wires.png
Two of the layers only.
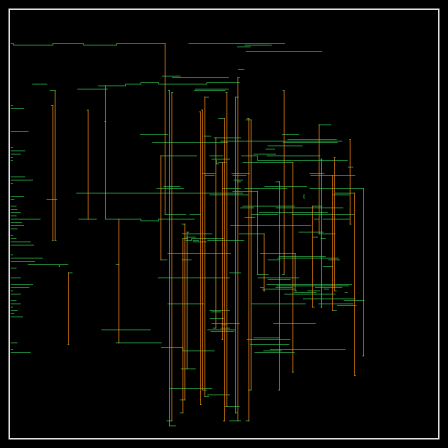
placement_by_type.png
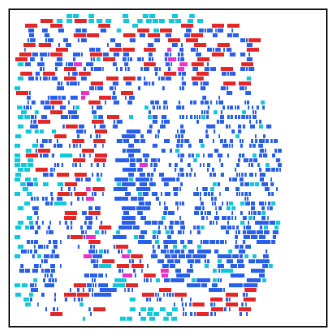
==> config.mk <==
export PLATFORM = sky130hd
export DESIGN_NAME = shift_op_sequencer
export DESIGN_NICKNAME = d
export VERILOG_FILES = /design/src/rtl/shift_pkg.sv /design/src/rtl/shift_core.sv /design/src/rtl/shift_op_sequencer.sv
export SDC_FILE = /design/constraint.sdc
export NUM_CORES = 1
export LEC_CHECK = 0
export CORE_MARGIN = 2
export CORE_UTILIZATION = 30
export CTS_BUF_LIST = sky130_fd_sc_hd__clkbuf_2 sky130_fd_sc_hd__clkbuf_4 sky130_fd_sc_hd__clkbuf_8
export DETAILED_ROUTE_END_ITERATION = 12
export PLACE_DENSITY = 0.45
export SLEW_MARGIN = 40
export SYNTH_ARGS = -nofsm -noshare
export SYNTH_HDL_FRONTEND = slang
export SYNTH_HIERARCHICAL = 1
export SYNTH_SLANG_ARGS = --single-unit
==> constraint.sdc <==
create_clock -name clk -period 4 [get_ports clk]
set_input_delay 0.8 -clock clk [delete_from_list [all_inputs] [get_ports clk]]
set_output_delay 0.8 -clock clk [all_outputs]
set_load 0.02 [all_outputs]
==> src/rtl/shift_pkg.sv <==
// ============================================================================
// Module   : shift_pkg
// Brief    : Shared encodings for the ARM shifter-operand sequencer.
// Revision : 1.0 - initial release
// ============================================================================
`default_nettype none

package shift_pkg;

    localparam int SHIFT_DATA_W = 32;

    localparam logic [2:0] SH_LSL = 3'd0;
    localparam logic [2:0] SH_LSR = 3'd1;
    localparam logic [2:0] SH_ASR = 3'd2;
    localparam logic [2:0] SH_ROR = 3'd3;
    localparam logic [2:0] SH_RRX = 3'd4;

    localparam logic DIR_RIGHT = 1'b0;
    localparam logic DIR_LEFT  = 1'b1;

    typedef enum logic [1:0] {
        ST_IDLE  = 2'd0,
        ST_PASS1 = 2'd1,
        ST_PASS2 = 2'd2,
        ST_RESP  = 2'd3
    } state_t;

endpackage

`default_nettype wire

==> src/rtl/shift_core.sv <==
// ============================================================================
// Module   : shift_core
// Brief    : Combinational 32-bit shifter, 5-bit amount, left/right, logical/arith.
// Revision : 1.0 - initial release
// ============================================================================
`default_nettype none

module shift_core
    import shift_pkg::*;
(
    input  logic [SHIFT_DATA_W-1:0] data,
    input  logic [4:0]              amt,
    input  logic                    dir,
    input  logic                    arith,
    output logic [SHIFT_DATA_W-1:0] result
);

    always_comb begin
        if (dir == DIR_LEFT) begin
            result = data << amt;
        end else if (arith) begin
            result = SHIFT_DATA_W'($signed(data) >>> amt);
        end else begin
            result = data >> amt;
        end
    end

endmodule

`default_nettype wire

==> src/rtl/shift_op_sequencer.sv <==
// ============================================================================
// Module   : shift_op_sequencer
// Brief    : Sequences one ARM shifter-operand op through a shared shift core.
//            Optional statistics counters: SHIFT_OP_SEQUENCER_STATS_EN.
// Revision : 1.0 - initial release
// ============================================================================
`default_nettype none

module shift_op_sequencer
    import shift_pkg::*;
#(
    parameter int DATA_W = SHIFT_DATA_W
`ifdef SHIFT_OP_SEQUENCER_STATS_EN
    ,
    parameter int CNT_W = 16
`endif
) (
    input  logic              clk,
    input  logic              rst,
    input  logic              req_valid,
    output logic              req_ready,
    input  logic [2:0]        req_type,
    input  logic              req_imm,
    input  logic [7:0]        req_amount,
    input  logic [DATA_W-1:0] req_data,
    input  logic              req_carry_in,
    output logic              rsp_valid,
    input  logic              rsp_ready,
    output logic [DATA_W-1:0] rsp_data,
    output logic              rsp_carry
`ifdef SHIFT_OP_SEQUENCER_STATS_EN
    ,
    output logic [CNT_W-1:0]  stat_ops,
    output logic [CNT_W-1:0]  stat_busy
`endif
);

    state_t            state;
    logic [2:0]        op_r;
    logic [4:0]        n_r;
    logic [DATA_W-1:0] data_r;
    logic [DATA_W-1:0] acc_r;

    logic [2:0]        eff_type;
    logic [7:0]        eff_amt;
    logic              two_pass;
    logic [DATA_W-1:0] single_data;
    logic              single_carry;

    logic [4:0]        core_amt;
    logic              core_dir;
    logic              core_arith;
    logic [DATA_W-1:0] core_out;
    logic [DATA_W-1:0] ror_or;

    assign req_ready = (state == ST_IDLE) && !rst;

    // Normalise the request: unknown types act as LSL, immediate #0 remaps.
    always_comb begin
        eff_type = (req_type > SH_RRX) ? SH_LSL : req_type;
        eff_amt  = req_imm ? {3'b000, req_amount[4:0]} : req_amount;
        if (req_imm && (eff_amt == 8'd0)) begin
            if ((eff_type == SH_LSR) || (eff_type == SH_ASR)) begin
                eff_amt = 8'd32;
            end else if (eff_type == SH_ROR) begin
                eff_type = SH_RRX;
            end
        end
    end

    always_comb begin
        two_pass = 1'b0;
        if (eff_type == SH_ROR) begin
            two_pass = (eff_amt[4:0] != 5'd0);
        end else if ((eff_type == SH_LSL) || (eff_type == SH_LSR) || (eff_type == SH_ASR)) begin
            two_pass = (eff_amt != 8'd0) && (eff_amt < 8'd32);
        end
    end

    always_comb begin
        single_data  = req_data;
        single_carry = req_carry_in;
        case (eff_type)
            SH_LSL: begin
                if (eff_amt >= 8'd32) begin
                    single_data  = '0;
                    single_carry = (eff_amt == 8'd32) ? req_data[0] : 1'b0;
                end
            end
            SH_LSR: begin
                if (eff_amt >= 8'd32) begin
                    single_data  = '0;
                    single_carry = (eff_amt == 8'd32) ? req_data[DATA_W-1] : 1'b0;
                end
            end
            SH_ASR: begin
                if (eff_amt >= 8'd32) begin
                    single_data  = {DATA_W{req_data[DATA_W-1]}};
                    single_carry = req_data[DATA_W-1];
                end
            end
            SH_ROR: begin
                if (eff_amt != 8'd0) begin
                    single_carry = req_data[DATA_W-1];
                end
            end
            SH_RRX: begin
                single_data  = {req_carry_in, req_data[DATA_W-1:1]};
                single_carry = req_data[0];
            end
            default: begin
                single_data  = req_data;
                single_carry = req_carry_in;
            end
        endcase
    end

    // Second pass shifts by n-1 to expose the carry bit; ROR instead builds
    // the wrapped-around half with a left shift by 32-n.
    always_comb begin
        core_arith = (op_r == SH_ASR);
        core_dir   = (op_r == SH_LSL) || ((op_r == SH_ROR) && (state == ST_PASS2));
        if (state == ST_PASS1) begin
            core_amt = n_r;
        end else if (op_r == SH_ROR) begin
            core_amt = 5'd0 - n_r;
        end else begin
            core_amt = n_r - 5'd1;
        end
    end

    shift_core u_shift_core (
        .data   (data_r),
        .amt    (core_amt),
        .dir    (core_dir),
        .arith  (core_arith),
        .result (core_out)
    );

    assign ror_or = acc_r | core_out;

    always_ff @(posedge clk) begin
        if (rst) begin
            state     <= ST_IDLE;
            rsp_valid <= 1'b0;
            rsp_data  <= '0;
            rsp_carry <= 1'b0;
            op_r      <= SH_LSL;
            n_r       <= 5'd0;
            data_r    <= '0;
            acc_r     <= '0;
        end else begin
            case (state)
                ST_IDLE: begin
                    if (req_valid) begin
                        data_r <= req_data;
                        op_r   <= eff_type;
                        n_r    <= eff_amt[4:0];
                        if (two_pass) begin
                            state <= ST_PASS1;
                        end else begin
                            rsp_data  <= single_data;
                            rsp_carry <= single_carry;
                            rsp_valid <= 1'b1;
                            state     <= ST_RESP;
                        end
                    end
                end
                ST_PASS1: begin
                    acc_r <= core_out;
                    state <= ST_PASS2;
                end
                ST_PASS2: begin
                    case (op_r)
                        SH_LSL: begin
                            rsp_data  <= acc_r;
                            rsp_carry <= core_out[DATA_W-1];
                        end
                        SH_ROR: begin
                            rsp_data  <= ror_or;
                            rsp_carry <= ror_or[DATA_W-1];
                        end
                        default: begin
                            rsp_data  <= acc_r;
                            rsp_carry <= core_out[0];
                        end
                    endcase
                    rsp_valid <= 1'b1;
                    state     <= ST_RESP;
                end
                ST_RESP: begin
                    if (rsp_ready) begin
                        rsp_valid <= 1'b0;
                        state     <= ST_IDLE;
                    end
                end
                default: state <= ST_IDLE;
            endcase
        end
    end

`ifdef SHIFT_OP_SEQUENCER_STATS_EN
    always_ff @(posedge clk) begin
        if (rst) begin
            stat_ops  <= '0;
            stat_busy <= '0;
        end else begin
            if (rsp_valid && rsp_ready && (stat_ops != '1)) begin
                stat_ops <= stat_ops + 1'b1;
            end
            if ((state != ST_IDLE) && (stat_busy != '1)) begin
                stat_busy <= stat_busy + 1'b1;
            end
        end
    end
`endif

endmodule

`default_nettype wire
==> summary.txt <==
On the backend side, the flow ran end to end.

The detailed placer reported the number of placed instances as roughly 1600. Detailed-route iteration 0 reported a violation count of about 1000. The deepest level of the CTS H-tree stands at 3. After clock tree synthesis, the clock-pin slew on the worst setup and hold paths is ~0.13 ns. The setup check on the worst reg-to-reg path leaves a slack of 0.21 ns.

The final RePlAce weighted congestion stands at around 1. The worst pin sits at a relative slew slack of 45.2%. Among logic cells in the layout, the one with the most instances is sky130_fd_sc_hd__nand2_1. The synthesized netlist has a Yosys-reported chip area of approximately 9000 µm². The largest registers in the layout are acc_r: 32 flops, data_r: 32 flops, rsp_data: 32 flops. The total congestion overflow stands at 0. In the hold report, the worst path ends at n_r[0]$_SDFFE_PP0P_. The via count of the first global-routing pass stands at ~9300. The number of sequential cells reported for the layout is 108. Per the finish-stage timing summary, setup violations number 0.

For this run, the detailed router reports a per-instance via density of between 5 and 6. Looking at the post-CTS report, the setup buffer insertion count equals 0. Summed over all nets, wire length on met2 after detailed routing comes to ~18000 µm. The final design utilization stands at 36.0%.

The worst hold path passes through 2 cells. The setup TNS stands at 0 ns. The worst path buffer plus inverter count stands at 3. The analysis attributes to net switching a power of 5.07 mW. The proportion of synthesized area in mux cells stands at 21.4%. The worst path uses 94.7% of the clock period. The fraction of the mapped netlist area in adder cells stands at less than 1%. Logic depth along the worst register-to-register path is recorded as 13. The worst VDD IR drop from the latest analysis is 0.000360 V.

The area share of the largest cell type after synthesis stands at a little under a quarter. STA lists the startpoint of the worst register-to-register path as state[1]$_SDFFE_PP0P_. The most numerous cell type found on the critical path is sky130_fd_sc_hd__nand2_1. The number of gates resized after CTS was 0. The run finished with clean final reports. The layout has 16 inverters outside the clock class. The met3 wire length stands at 2100 µm. The number of nets handed over by synthesis was 1196. The total DRC errors in the routed layout stands at 0. Each instance of the synthesized netlist takes up on average roughly 8.0 µm². For this sky-water flow run, the detailed-routed wirelength per cell is reported as roughly 25 µm. In this run the worst setup path terminates at rsp_data[5]$_SDFFE_PP0P_.

The fraction of area in multi-input gates stands at between 50% and 60%. In the synthesized netlist, the number of instances is 1141. Relative to the synthesized area, the layout overhead comes to 19.0%. The number of placement rows stands at around 64. Looking at the reg2reg group, the worst path ends at rsp_data[5]$_SDFFE_PP0P_.

The clock period minus final worst setup slack stands at 3.79 ns. The internal power stands at 4.30 mW. Sorting the Yosys area breakdown by cell type puts at the top sky130_fd_sc_hd__dfxtp_1. The biggest cell delay along the critical path stands at around 0.59 ns.

Per the timing report, the achievable frequency comes out to between 200 and 300 MHz. The count of filler cells inserted in the layout stands at roughly 3200. The highest metal layer carrying signal wires in the routed design is met4. Sorting the synthesized cells by area gives the leading types as sky130_fd_sc_hd__dfxtp_1 (24%), sky130_fd_sc_hd__mux2i_1 (9.2%), sky130_fd_sc_hd__mux4_2 (8.6%), sky130_fd_sc_hd__nand2_1 (7.4%), sky130_fd_sc_hd__a21oi_1 (5.9%). The sequential cell area in the final layout stands at roughly 2200 µm². The CTS buffer count stands at 9. The worst setup path is launched from a flop. After synthesis the netlist holds a flip-flop and latch count of 108. The final max-slew violation count stands at 0. The number of buffers added to fix hold violations after cts stands at 0. The count of antenna-violating nets left after detailed routing stands at 0. By instance count, the leading cell after synthesis is sky130_fd_sc_hd__nand2_1. After floorplanning, the core was sized to cover a little over 30000 µm². The cell-mix breakdown from Yosys lists the XOR/XNOR area share as less than 1%.

The die footprint stands at around 32000 µm². The path class of the tightest hold or removal check is flop to flop. The arrival time of the worst setup path stands at 4.12 ns. Setup repair after global routing left no endpoint under its margin. The maximum buffer depth of the clock tree stands at 2.

Summing the areas of all compound-gate instances in the mapped netlist gives 29.4% of the synthesized area. TritonCTS built the clock tree. After layout the signal buffers, clock cells excluded, come to ~14% of cell area. The maximum fanout along the worst path stands at 20.

The number of primary I/O pins stands at 84. The die outline width stands at 179 µm. The clock tree has to reach roughly 110 sinks. The worst setup path is captured at a flop.

For this design, Yosys synthesis ends with a cell count of about 1100. The layer flagged by global routing as most heavily used is met2.
## Picture notes: wires.png
metal 3 -> green  # wire length 2100 µm
metal 4 -> orange  # wire length 2960 µm
total detailed-routing wirelength: 40400 µm
routed vias: 9555
All-Layer GR Usage: 25.7%

## Picture notes: placement_by_type.png
flops -> red  # cells 108, share of their area 21%
other buffers and delay cells -> cyan  # cells 164, share of their area 14%
combinational and other logic -> blue  # cells 924, share of their area 63%
clock drivers and dummy loads -> magenta  # cells 16, share of their area 1.9%

Power figures rest on the tool's default switching activity, not on a simulated workload.
